### Cell outlines without signal wires

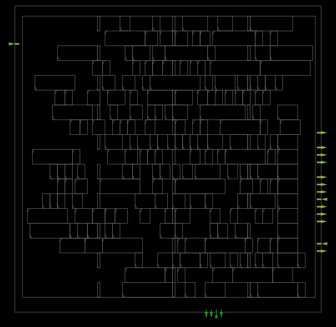
### Sequential cells coloured by netlist name

(4 px per µm) Other sequential cells in the stronger grey, the rest of the logic in the fainter grey.
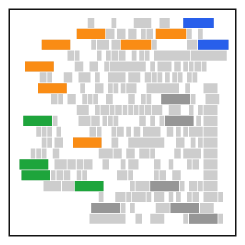
`config.mk`:
```
export PLATFORM = sky130hd
export DESIGN_NAME = swu_ram_ctrl
export DESIGN_NICKNAME = d
export VERILOG_FILES = /design/src/rtl/swu_ram_ctrl.sv
export SDC_FILE = /design/constraint.sdc
export NUM_CORES = 1
export LEC_CHECK = 0
export ABC_AREA = 1
export CORE_UTILIZATION = 42
export CTS_BUF_LIST = sky130_fd_sc_hd__clkbuf_16
export CTS_CLUSTER_DIAMETER = 150
export DETAILED_ROUTE_END_ITERATION = 8
export PLACE_DENSITY = 0.66
export SETUP_SLACK_MARGIN = 0.3
export SYNTH_ARGS = -nofsm -noshare
export SYNTH_HDL_FRONTEND = slang
export SYNTH_SLANG_ARGS = --single-unit
```
`constraint.sdc`:
```
create_clock -name clk -period 3 [get_ports clk]
set_input_delay 0.6 -clock clk [delete_from_list [all_inputs] [get_ports clk]]
set_output_delay 0.6 -clock clk [all_outputs]
set_load 0.005 [all_outputs]
```
`src/rtl/swu_ram_ctrl.sv`:
```
// swu_ram_ctrl: sliding-window read controller for a dual-port RAM used as a line buffer.
//
// Input words (WIDTHA bits, RATIO elements each) are written through port A as they arrive.
// For every output position o and tap k the controller reads element idx = o*STRIDE - PAD + k
// through port B. Out-of-range indices are padding and are zeroed at capture instead of read.
// Port B is two-stage: enaB loads the RAM read register, enaB_q loads doB, and out_valid
// flags doB.
//
// Ports:
//   clk, rst             single clock, synchronous active-high reset
//   in_valid / in_ready  write-word handshake (word data goes straight to RAM diA)
//   weA, enaA, addrA     RAM write port controls
//   enaB, enaB_q         RAM read-register and output-register enables
//   zeropad              force doB to zero at the enaB_q capture
//   addrB                RAM read element address
//   out_valid/out_ready  handshake for RAM doB
//   frame_done           one-cycle pulse when a frame has fully drained
module swu_ram_ctrl #(
    parameter int WIDTHA  = 32,
    parameter int WIDTHB  = 8,
    parameter int DEPTHA  = 4,
    parameter int IFM_DIM = 8,
    parameter int K       = 3,
    parameter int STRIDE  = 1,
    parameter int PAD     = 1,
    localparam int RATIO      = WIDTHA / WIDTHB,
    localparam int LOG2RATIO  = $clog2(RATIO),
    localparam int ADDRWIDTHA = $clog2(DEPTHA),
    localparam int ADDRWIDTHB = ADDRWIDTHA + LOG2RATIO
) (
    input  logic                  clk,
    input  logic                  rst,
    input  logic                  in_valid,
    output logic                  in_ready,
    output logic                  weA,
    output logic                  enaA,
    output logic [ADDRWIDTHA-1:0] addrA,
    output logic                  enaB,
    output logic                  enaB_q,
    output logic                  zeropad,
    output logic [ADDRWIDTHB-1:0] addrB,
    output logic                  out_valid,
    input  logic                  out_ready,
    output logic                  frame_done
);

    localparam int OFM_DIM  = (IFM_DIM + 2 * PAD - K) / STRIDE + 1;
    localparam int IN_WORDS = IFM_DIM / RATIO;
    // Signed width wide enough for element indices, window bases and word-element products.
    localparam int IW = $clog2(IFM_DIM + 2 * PAD + K + STRIDE + DEPTHA * RATIO) + 2;
    localparam int OW = $clog2(OFM_DIM + 1);
    localparam int KW = $clog2(K + 1);
    localparam int WW = $clog2(IN_WORDS + 1);

    localparam logic signed [IW-1:0] IfmDimS   = IW'(IFM_DIM);
    localparam logic signed [IW-1:0] DepthS    = IW'(DEPTHA);
    localparam logic signed [IW-1:0] StrideS   = IW'(STRIDE);
    localparam logic signed [IW-1:0] BaseInit  = IW'(-PAD);
    localparam logic [WW-1:0]        InWordsW  = WW'(IN_WORDS);
    localparam logic [KW-1:0]        KLast     = KW'(K - 1);
    localparam logic [OW-1:0]        OLast     = OW'(OFM_DIM - 1);

    typedef enum logic {StRun, StDrain} stateE;

    stateE                 stateQ, stateD;
    logic [WW-1:0]         wrCntQ;
    logic [OW-1:0]         oCntQ;
    logic [KW-1:0]         kCntQ;
    logic signed [IW-1:0]  baseIdxQ;   // o*STRIDE - PAD, stepped by STRIDE per window
    logic                  s1ValidQ, s1PadQ, outValidQ;

    logic signed [IW-1:0]  idx, wrElems, wrCntS, lowWord;
    logic                  isPad, avail, issue, advance, write, lastElem, frameEnd, ready;

    always_comb begin
        idx      = baseIdxQ + IW'(kCntQ);
        wrElems  = IW'(wrCntQ) << LOG2RATIO;
        wrCntS   = IW'(wrCntQ);
        // Oldest word still needed by the current window; a shift, since RATIO is a power of 2.
        lowWord  = (baseIdxQ > 0) ? (baseIdxQ >>> LOG2RATIO) : '0;
        isPad    = (idx < 0) || (idx >= IfmDimS);
        avail    = idx < wrElems;
        advance  = !outValidQ || out_ready;
        issue    = (stateQ == StRun) && (isPad || avail);
        lastElem = (kCntQ == KLast) && (oCntQ == OLast);
        frameEnd = (stateQ == StDrain) && (wrCntQ == InWordsW) && !s1ValidQ && advance;
        // Never overwrite a RAM word the current window may still read.
        ready    = (stateQ == StRun) && (wrCntQ < InWordsW) && ((wrCntS - lowWord) < DepthS);
        write    = in_valid && ready;

        stateD = stateQ;
        unique case (stateQ)
            StRun:   if (issue && advance && lastElem) stateD = StDrain;
            StDrain: if (frameEnd) stateD = StRun;
            default: stateD = StRun;
        endcase
    end

    // Control outputs are forced low during reset.
    always_comb begin
        in_ready   = !rst && ready;
        weA        = !rst && write;
        enaA       = !rst && write;
        enaB       = !rst && issue && advance && !isPad;
        enaB_q     = !rst && s1ValidQ && advance;
        zeropad    = !rst && s1PadQ;
        frame_done = !rst && frameEnd;
        addrA      = rst ? '0 : ADDRWIDTHA'(wrCntQ);
        addrB      = rst ? '0 : idx[ADDRWIDTHB-1:0];
        out_valid  = outValidQ;
    end

    always_ff @(posedge clk) begin
        if (rst) begin
            stateQ    <= StRun;
            wrCntQ    <= '0;
            oCntQ     <= '0;
            kCntQ     <= '0;
            baseIdxQ  <= BaseInit;
            s1ValidQ  <= 1'b0;
            s1PadQ    <= 1'b0;
            outValidQ <= 1'b0;
        end else begin
            stateQ <= stateD;
            if (write) wrCntQ <= wrCntQ + 1'b1;
            if (advance) begin
                s1ValidQ  <= issue;
                s1PadQ    <= isPad;
                outValidQ <= s1ValidQ;
                if (issue) begin
                    if (kCntQ == KLast) begin
                        kCntQ    <= '0;
                        oCntQ    <= oCntQ + 1'b1;
                        baseIdxQ <= baseIdxQ + StrideS;
                    end else begin
                        kCntQ <= kCntQ + 1'b1;
                    end
                end
            end
            // Restart the next frame; Drain never writes or issues, so nothing else competes.
            if (frameEnd) begin
                wrCntQ   <= '0;
                oCntQ    <= '0;
                kCntQ    <= '0;
                baseIdxQ <= BaseInit;
            end
        end
    end

endmodule

```
==> results.cfg <==
; generated from flow reports
[status]
status = finished clean

[flow_run]
openroad.warnings = 28

[yosys]
adder_share_pct = 8.70
top_area_share_pct = 30.7
synth_area_per_cell_um2 = 6.65
simple_gate_share_pct = 37.3
ys_sh_xor_pct = 5.66
yosysTopAreaCell = dfxtp_1
ys_warn_count = 0
yosysMostFrequentCell = nand2_1
synth-async-reset-ratio_pct = 0
mux_area_share_pct = 0
top_cells_by_count = nand2_1 (38), inv_1 (30), nor2_1 (23), nand3_1 (20), dfxtp_1 (19)
ys_sh_aoi_pct = 4.75
synth_cells = 186
synth_seq_share_pct = 30.7
ys_area_um2 = 1240
ys_cells = 186
netlist-cell-type-count = 24

[floorplan]
fp_util_pct = 44.5
row_count = 19
io_pins = 18

[global_routing]
grt.total_usage_pct = 20.2
grt_pass1_wl_um = 4870
globalRouteMet2Util_pct = 31.8
grt_pass1_vias = 1122
grt.met3_usage_pct = 5.30
grt-ovfl-total = 0
grt_max_degree = 13

[drt]
wl_met3_um = 127
drc = 0
routed.top_layer = met4
postRouteAntennaNets = 0
wl_met2_um = 1270
num_vias = 1232
wl_per_cell_um = 11.8
wl_met1_um = 1350
dr.pass1.iters = 4

[timing]
timing.final.ws_setup_ns = 0.396
post-route-period-util_pct = 86.8
timing.setup.tns_ns = 0
final-setup-viol-count = 0
fin_crit_ns = 2.60
hold_viol_final = 0
holdWs_ns = 0.469
skew_ns = 0.00238

[critical_path]
cp_max_fo = 5
worstSetupEndpoint = frame_done
cp_top_family = buffers and inverters
critical_path.startpoint = out_ready
critPathMaxStageDelay_ns = 0.43
critPathLaunchType = input port
r2r-start = baseIdxQ[1]
slowest_stage = clkdlybuf4s50_1
criticalPathCategory = in2out
required_ns = 2.40
rrSetupSlack_ns = 0.89
path_cells = clkdlybuf4s50_1 -> nor2_1 -> inv_1 -> nand4_1 -> nor2_1 -> clkdlybuf4s50_1
rr_endpoint = oCntQ[0]

[finish]
regMostFlops = baseIdxQ
clock_buffers = 3
largestClassByArea = multi-input combinational cells
final_cells = 239
final_cell_mix = nand2_1 (38), inv_1 (30), nor2_1 (23)
n_antenna_cell = 0
clock_area_share_pct = 5.06
largest_register_ffs = 7
seqCellArea_um2 = 385
buf_share_pct = 14.2
sh_comb_area_pct = 46.5
comb_cells = 129
layout-drive-gt1-share_pct = 13.5
nets = 221
layout.cells.most_common = nand2_1
fin_area_um2 = 1580
seq_share_pct = 24.4

[power]
pg_seq_uw = 303
p_per_area_nw_per_um2 = 553
comb_power_uw = 289
maxPowerGroup = registers
p_sw_uw = 284
intPower_uw = 591
clock_power_share_pct = 32.3
power_frac_seq_pct = 34.7
switching_share_pct = 32.4
p_total_uw = 875

[clocking]
clk_pin_slew_worst_paths_ns = 0.06
root_buffer = clkbuf_16
clock_latency_ns = 0.26
cts.sinks = 19
ctsResizeCount = 8
cts_tree = yes

[place]
placed_area_um2 = 1460
dp_slack_ns = 0.161
dp_cells = 235
portBuffers = 17

[min_path]
min_from = oCntQ[3]
min_to = oCntQ[3]
hp-class = reg2reg
holdPathStages = 2
About 'Cell outlines without signal wires':
Post-Route Utilization: 56.9%
Well-Tap Cells: 31
core area: 2780 µm²
# fillers: 287

About 'Sequential cells coloured by netlist name':
orange -> baseIdxQ  # sequential cells 7
green -> oCntQ  # sequential cells 4
blue -> kCntQ  # sequential cells 2

